==> images/registers.png <==
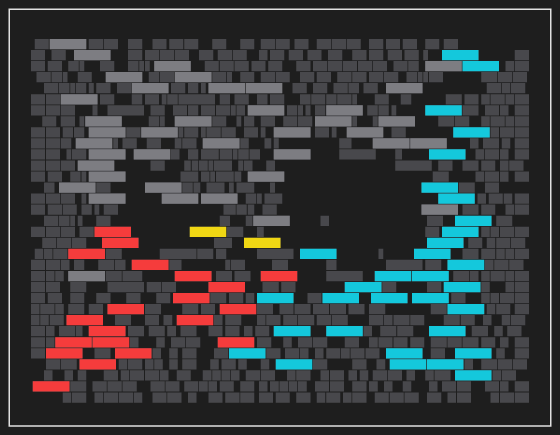
==> images/cell_classes.png <==
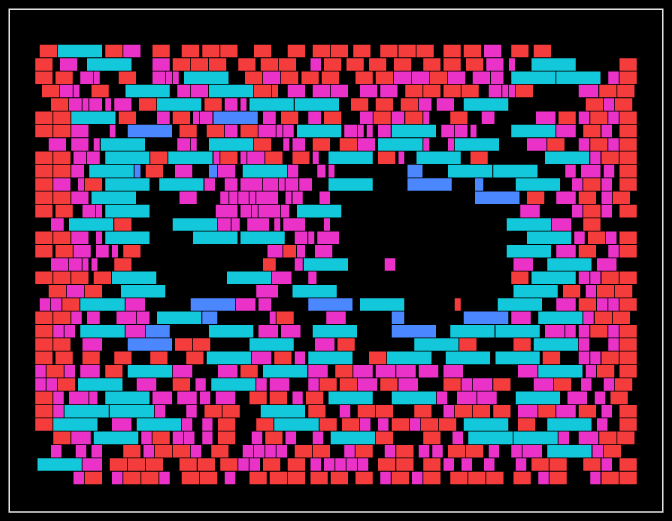
==> images/final_clocks.png <==
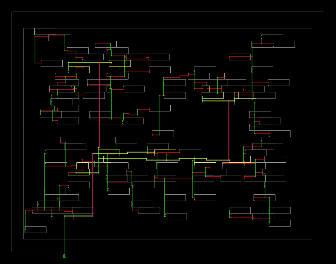
==> images/gate_families.png <==
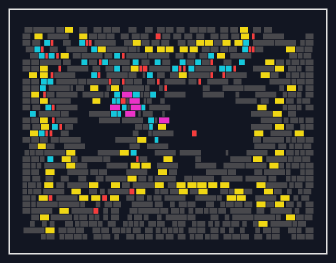
**config.mk**
```make
export PLATFORM = sky130hd
export DESIGN_NAME = mem_bank_ctrl
export DESIGN_NICKNAME = d
export VERILOG_FILES = /design/src/rtl/mem_bank_ctrl.sv
export SDC_FILE = /design/constraint.sdc
export NUM_CORES = 1
export LEC_CHECK = 0
export ABC_AREA = 0
export CORE_ASPECT_RATIO = 0.75
export CORE_MARGIN = 5
export CORE_UTILIZATION = 42
export CTS_CLUSTER_DIAMETER = 200
export DETAILED_ROUTE_END_ITERATION = 12
export PLACE_DENSITY = 0.95
export RECOVER_POWER = 50
export SYNTH_ARGS = -nofsm -noshare
export SYNTH_HDL_FRONTEND = slang
export SYNTH_SLANG_ARGS = --single-unit
```
**constraint.sdc**
```tcl
create_clock -name clk -period 11.1 [get_ports clk]
set_clock_uncertainty 0.1 [all_clocks]
set_input_delay 3.33 -clock clk [delete_from_list [all_inputs] [get_ports clk]]
set_output_delay 3.33 -clock clk [all_outputs]
set_load 0.01 [all_outputs]
```
**src/rtl/mem_bank_ctrl.sv**
```systemverilog
// mem_bank_ctrl: single-outstanding read/write controller for two fixed-latency memory banks
`timescale 1ns/1ps
module mem_bank_ctrl #(
    parameter int DATA_W      = 32,
    parameter int ADDR_W      = 20,
    parameter int BANK0_LAT   = 1,
    parameter int BANK1_LAT   = 3,
    parameter int BANK0_DEPTH = 819199,
    parameter int BANK1_DEPTH = 1048576
) (
    input  logic              clk,
    input  logic              rst,
    input  logic              req_valid,
    output logic              req_ready,
    input  logic              req_we,
    input  logic [1:0]        req_select,
    input  logic [ADDR_W-1:0] req_addr,
    input  logic [DATA_W-1:0] req_wdata,
    output logic              resp_valid,
    input  logic              resp_ready,
    output logic [DATA_W-1:0] resp_rdata,
    output logic              resp_err,
    output logic              b0_en,
    output logic              b0_we,
    output logic [ADDR_W-1:0] b0_addr,
    output logic [DATA_W-1:0] b0_wdata,
    input  logic [DATA_W-1:0] b0_rdata,
    output logic              b1_en,
    output logic              b1_we,
    output logic [ADDR_W-1:0] b1_addr,
    output logic [DATA_W-1:0] b1_wdata,
    input  logic [DATA_W-1:0] b1_rdata
);
    localparam int MAX_LAT = (BANK0_LAT > BANK1_LAT) ? BANK0_LAT : BANK1_LAT;
    localparam int CNT_W   = $clog2(MAX_LAT + 1);

    typedef enum logic [1:0] {IDLE, ISSUE, WAIT, RESP} state_t;

    state_t            state_q, state_d;
    logic              we_q, we_d;
    logic [1:0]        sel_q, sel_d;
    logic [ADDR_W-1:0] addr_q, addr_d;
    logic [DATA_W-1:0] wdata_q, wdata_d;
    logic [DATA_W-1:0] rdata_q, rdata_d;
    logic [CNT_W-1:0]  cnt_q, cnt_d;
    logic              valid_q, valid_d;
    logic              err_q, err_d;
    logic              req_err;
    logic              issue0, issue1;

    assign req_err = req_select[1] |
                     (req_select[0] ? longint'(req_addr) >= longint'(BANK1_DEPTH)
                                    : longint'(req_addr) >= longint'(BANK0_DEPTH));

    assign req_ready  = (state_q == IDLE) & ~rst;
    assign resp_valid = valid_q;
    assign resp_rdata = rdata_q;
    assign resp_err   = err_q;

    // Bank strobes come only from registered state and the latched request, so they are clean.
    assign issue0   = (state_q == ISSUE) && (sel_q == 2'b00);
    assign issue1   = (state_q == ISSUE) && (sel_q == 2'b01);
    assign b0_en    = issue0;
    assign b0_we    = issue0 & we_q;
    assign b0_addr  = issue0 ? addr_q : '0;
    assign b0_wdata = issue0 ? wdata_q : '0;
    assign b1_en    = issue1;
    assign b1_we    = issue1 & we_q;
    assign b1_addr  = issue1 ? addr_q : '0;
    assign b1_wdata = issue1 ? wdata_q : '0;

    // Next-state: accept, issue to the bank, count out its latency, then hold the response.
    always_comb begin
        state_d = state_q;
        we_d    = we_q;
        sel_d   = sel_q;
        addr_d  = addr_q;
        wdata_d = wdata_q;
        rdata_d = rdata_q;
        cnt_d   = cnt_q;
        valid_d = valid_q;
        err_d   = err_q;
        case (state_q)
            IDLE: if (req_valid && req_ready) begin
                we_d    = req_we;
                sel_d   = req_select;
                addr_d  = req_addr;
                wdata_d = req_wdata;
                state_d = req_err ? RESP : ISSUE;
                valid_d = req_err;
                err_d   = req_err;
                rdata_d = '0;
            end
            ISSUE: begin
                state_d = WAIT;
                cnt_d   = sel_q[0] ? CNT_W'(BANK1_LAT) : CNT_W'(BANK0_LAT);
            end
            WAIT: if (cnt_q == CNT_W'(1)) begin
                state_d = RESP;
                valid_d = 1'b1;
                rdata_d = we_q ? '0 : (sel_q[0] ? b1_rdata : b0_rdata);
            end else begin
                cnt_d = cnt_q - CNT_W'(1);
            end
            RESP: if (resp_ready) begin
                state_d = IDLE;
                valid_d = 1'b0;
                err_d   = 1'b0;
                rdata_d = '0;
            end
            default: state_d = IDLE;
        endcase
    end

    // State and latched request; reset drops any transaction in flight immediately.
    always_ff @(posedge clk or posedge rst) begin
        if (rst) begin
            state_q <= IDLE;
            we_q    <= 1'b0;
            sel_q   <= '0;
            addr_q  <= '0;
            wdata_q <= '0;
            rdata_q <= '0;
            cnt_q   <= '0;
            valid_q <= 1'b0;
            err_q   <= 1'b0;
        end else begin
            state_q <= state_d;
            we_q    <= we_d;
            sel_q   <= sel_d;
            addr_q  <= addr_d;
            wdata_q <= wdata_d;
            rdata_q <= rdata_d;
            cnt_q   <= cnt_d;
            valid_q <= valid_d;
            err_q   <= err_d;
        end
    end
endmodule

```
==> flow_summary.ini <==
; flow metrics
[run_status]
status = finished with violations
violations = max-capacitance violations, max-slew violations

[finish]
fin_nets = 809
n_fill_cell = 784
buffers = 269
comb_cells = 302
antenna_cells = 0

[yosys]
synthAdderAreaFrac = 0.0158
area_leaders = dfrtp_1, and2_1, mux2_2, mux2i_1, o31ai_1
synth.top_cell.area_share = 0.489
yosys.cell_count.top_type = and2_1
synth-simple-area-share = 0.191
ys_seq_share = 0.489
synth_cells = 430
yosysChipArea_sq_um = 4760
yosysTopAreaCell = dfrtp_1

[flow_run]
maxCapViolCount = 4

[place]
dp.cells = 809

[power_and_ir_drop]
ir_drop_mv = 0.107

[grt]
grt_pass1_vias = 4369

[sta]
setup_viol = 0
rsz0062_at_grt = no
fin_crit_ns = 8.15
finalClockPeriodUsage = 0.734
tightest_slew_ns = 3.16
slew_violations = 153

[cts]
cts_buffer_depth = 2
clk_latency_ns = 0.34
clk_pin_slew_ns = 0.06
cts_tree = done

[worst_setup_path]
crit_chain = dlygate4sd3_1 > nor2_1 > clkdlybuf4s50_1
cp-end-kind = output port

[floorplanning]
die.size.x_um = 133
core_area_sq_um = 11000
-- registers.png (at the start) --
color	name in the netlist	sequential cells
yellow	sel_q	2
red	addr_q	20
cyan	wdata_q	32
not colored	39
Seq. pwr: 0.000591 W
fraction of area in registers: 0.300

-- cell_classes.png (at the start) --
color	class	cells
blue	clock drivers and dummy loads	16
cyan	flip-flops	93
magenta	all other logic	307
red	other buffers and delay cells	269

-- final_clocks.png (at the start) --
CTS Buf Count: 9
flop count: 93
clock buffers: 11
Sink Count: 93
Clk. pwr: 0.000283 W

-- gate_families.png (at the start) --
color	family	cells
cyan	inverting AOI/OAI gates	45
yellow	multiplexers	88
red	NAND gates	41
magenta	adder and majority cells	6
combinational share of cell area: 0.295
most frequent logic cell in the layout: clkdlybuf4s50_1
Final Instance Count excl. Fillers: 825

layer usage:
| layer | vias up | GRT usage | part of all wire | wire length, um |
|---|---|---|---|---|
| met5 | - | 0 | 0 | 0 |
| met4 | 0 | 0.0647 | 0.020 | 278 |
| met3 | 22 | 0.0615 | 0.067 | 941 |
| met2 | 156 | 0.389 | 0.54 | 7640 |
| met1 | 1987 | 0.219 | 0.37 | 5260 |
| li1 | 1974 | - | - | - |
worst max-delay path, delay by kind of cell:
| family | cells | cell delay, ns |
|---|---|---|
| buffers and inverters | 2 | 1.17 |
| AND/OR/NAND/NOR | 1 | 0.21 |
stage by stage:
step | setup WS (ns) | util | area (sq um)
finish | 2.95 | 0.705 | 7770
global route | 2.64 | 0.705 | 7770
CTS | 3.04 | 0.706 | 7780
detailed placement | 3.04 | 0.680 | 7500
global placement | 3.11 | 0.680 | 7500
floorplan | 4.14 | - | 4760
state kept, by name, indices dropped and copies added, names as in the netlist:
signal      flops
we_q            1
state_q         2
resp_valid      1
addr_q         20
resp_err        1
sel_q           2
resp_rdata     32
cnt_q           2
wdata_q        32
worst paths after layout:
kind                                start              to  slack (ns)  cells past startpoint
min in group asynchronous             rst        cnt_q[1]        3.76                      2
hold reg to reg            resp_rdata[22]  resp_rdata[22]        0.37                      2
setup reg to reg               state_q[1]     wdata_q[29]        7.28                      7
hold / removal             resp_rdata[22]  resp_rdata[22]        0.37                      2
max in group asynchronous             rst       addr_q[5]        3.57                      3
setup / recovery                      rst       req_ready        2.95                      3
where the power goes:
group          total [W]  leakage, nW  internal [W]  switching, W
registers       0.000591         1.17      0.000473      0.000118
clock network   0.000283        0.136      0.000158      0.000125
logic           0.000684         2.04      0.000377      0.000307
total            0.00156         3.34       0.00101      0.000550
No activity file was given, so power comes from the tool's default toggle rates.
